Design spi_txn_arbiter, sky130hd; sources not shown.
metal_density.png
Bar = 20 µm. The die is cut into 13 by 22 equal tiles; white is low, dark blue is high, scaled to the fullest tile. Values are wire area over tile area, all layers added.
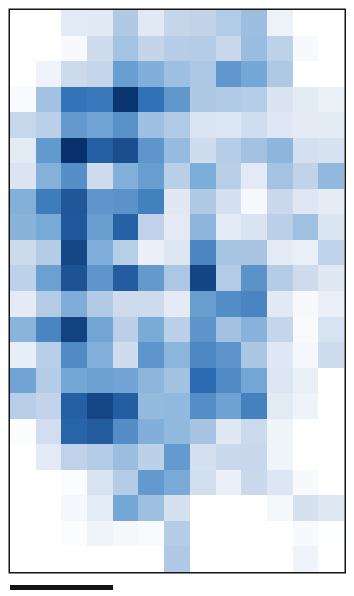
The densest ninth of the die: left middle. The fullest tile reaches 0.40. 23% of the tiles are over half the peak. The mean over all tiles is 0.12.
Routed WL per cell: 15.8 µm
total track usage: 0.160

layer_met3.png
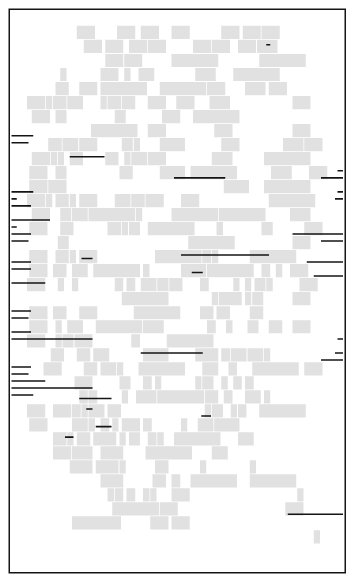
The longest straight run is 16.8 µm. The layer carries 210 µm of wire. 40 nets have wire on it.
WL final: 5480 µm
vias: 1,841
GRT met3 Usage: 0.0299

clk_routes.png
Bar = 20 µm.
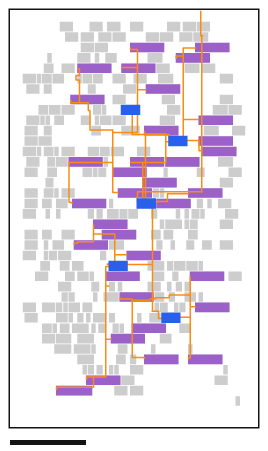
Key: clock drivers = blue [count 5]; clock wires = orange [length 499 µm]; flip-flops = purple [count 34]
There are 6 routed clock nets.
Late-Pin Clk Latency: 0.29 ns

detail.png
Region (12, 35) to (52, 75) µm. Cells in gray, sequential cells in the stronger gray; small squares are vias.
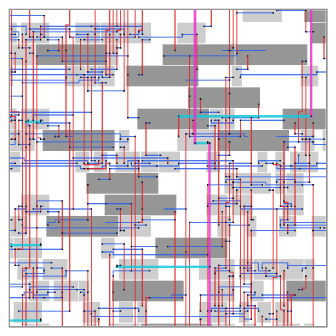
Key: metal 4 = magenta; metal 3 = cyan; metal 1 = blue; metal 2 = red
86 logic cells have their middle in the window. Most frequent: dfrtp_1 (15), nand2_1 (10), nor2_1 (7). Sequential cells in the window: 15.

==> ci_impl_report.md <==
## Implementation flow summary

| Metric | Value |
|---|---|
| Synth Flop Type | dfrtp_1 |
| Tool warnings | 30 |
| CTS clk-pin slew, worst paths | 0.07 ns |
| RSZ-0062 raised after global routing | no |
| Fraction of registers with async set/reset | 1.00 |
| Startpoint class of the critical path | register |
| IO Pins | 64 |
| HP Class | register to register |
| Final Instance Area | 2770 µm² |
| Vias/cell | 5.29 |
| FF+latch area | 852 µm² |
| CP required | 5.87 ns |
| Main area contributors | dfrtp_1 40%, nand2_1 5.6%, mux2_2 5.5%, a21o_1 4.4%, ha_1 4.2% |
| Syn Area/Cell | 9.69 µm² |
| Synth top area share | 0.400 |
| # diodes | 0 |
| H-tree levels | 2 |
| Fmax | 0.311 GHz |
| Cells after synthesis | 213 |
| # clock sinks | 34 |
| Worst slew pin tran | 1.85 ns |
| CTS buffer count | 5 |
| Post-layout period usage of the worst path | 0.569 |
| Worst Setup End Kind | register |
| # Cells Yosys | 213 |
| Synthesis-stage register bit count | 34 |
| Router iterations before antenna repair | 4 |
| Post-CTS Setup Inserts | 0 |
| Max Fanout on Critical Path | 24 |
| Post-cts resize count | 0 |
| Clock skew | 0.00497 ns |
| Netlist cell types | 40 |
| Detailed placer's ending HPWL | 4030 µm |
| Number of nets in the layout | 314 |
| Final worst setup slack | 2.44 ns |
| Synth cell count leaders | 33 x dfrtp_1, 31 x nand2_1, 13 x nor2_1, 12 x a21o_1 |
| Slew Limit Fails | 35 |
| Filler cells | 606 |
| Grt total ovfl | 0 |
| DRC | 0 |
| Global-route wire length before repair | 8820 µm |
| Sequential cell area fraction in the yosys report | 0.413 |
| Post-CTS Hold Buffers | 0 |
| Die width | 64.9 µm |
| Hold depth | 1 |
| Comb gate area | 1080 µm² |
| Share of cells above drive strength 1 | 0.0778 |
| Chip area | 7080 µm² |
| Pre-CTS setup slack | 2.57 ns |
| Post-synth EDFFs | 0 |
| Status | complete, but fails checks |
| Mapped cell area | 2060 µm² |
| RePlAce Congestion | 0.868 |
| 1st-iter DRT viols | 50 |
| ANT nets after route | 0 |
| Area post-placement | 2700 µm² |
| Top-count cell post-synth | dfrtp_1 |
| Synth warnings | 0 |
| Layout area overhead | 34.2% |
| Die height | 109 µm |
| Clock Tree Buf Depth | 2 |
| R2r setup slk | 2.44 ns |
| Vias in the first global route | 1,828 |
| Area reported by Yosys stat | 2060 µm² |
| MaxCap Viol Count | 1 |
| Final setup viols | 0 |
| FP Rows | 37 |
| Slew Limit Headroom | -0.233 |
| PortBufs | 62 |
| Cell type with the largest total area after synthesis | dfrtp_1 |
| Minimum clock period | 3.21 ns |
| Violated checks | capacitance limit, slew limit |
| Worst endpoint data arrival time | 3.43 ns |
| Initial Utilization | 0.351 |
| Final Hold Fails | 0 |
| CTS tree | built |
| Initial antenna violation count | 0 |
| CTS Root Buffer Type | clkbuf_8 |
| Worst r2r path cells | 4 |
[critical path, cell delays in order (launching register included)]
cell      delay, ns
dfrtp_1        0.43
or3_1          0.44
or2_0          0.69
a211oi_1       1.28
a221o_1        0.30
[through the flow]
step                cells   util
finish                348  0.471
global route          348  0.471
CTS                   348  0.475
detailed placement    340  0.459
global placement      340  0.459
floorplan             199      -
[layer usage]
metal | vias up | global-route usage | wire [µm]
met5 | - | 0 | 0
met4 | 0 | 0.0635 | 87
met2 | 52 | 0.300 | 3080
li1 | 894 | - | -
met3 | 7 | 0.0299 | 209
met1 | 888 | 0.173 | 2110
[cells by family (layout without fill, tap and decap cells)]
family / Yosys count / count (layout) / synth area share
other: 1 / 1 / 0.00182
flip-flops: 34 / 34 / 0.413
AND-OR/OR-AND: 55 / 55 / 0.213
AND/OR/NAND/NOR: 79 / 79 / 0.187
buffers and inverters: 19 / 76 / 0.0527
multiplexers: 12 / 12 / 0.0642
XOR/XNOR: 6 / 6 / 0.0255
adder cells (fa/ha/maj): 7 / 7 / 0.0424
[placed cells by master, fill, tap and decap left out, types with 6 or more instances in the layout]
cell	n
a21o_1	12
a221o_1	8
o211ai_1	8
nand2_1	31
clkdlybuf4s50_1	35
dfrtp_1	33
nor2_1	13
mux2_2	10
a311oi_1	8
o21ai_0	6
ha_1	7
dlygate4sd3_1	27
nand4_1	10
nor3_1	6
clkbuf_8	6
[layout make-up]
| cell class | instances | area share |
|---|---|---|
| multi-input combinational | 160 | 0.391 |
| sequential | 34 | 0.308 |
| timing repair buffer | 63 | 0.225 |
| tap | 78 | 0.0352 |
| clock buffer | 6 | 0.0298 |
| inverter | 5 | 0.00678 |
| clock inverter | 2 | 0.00452 |
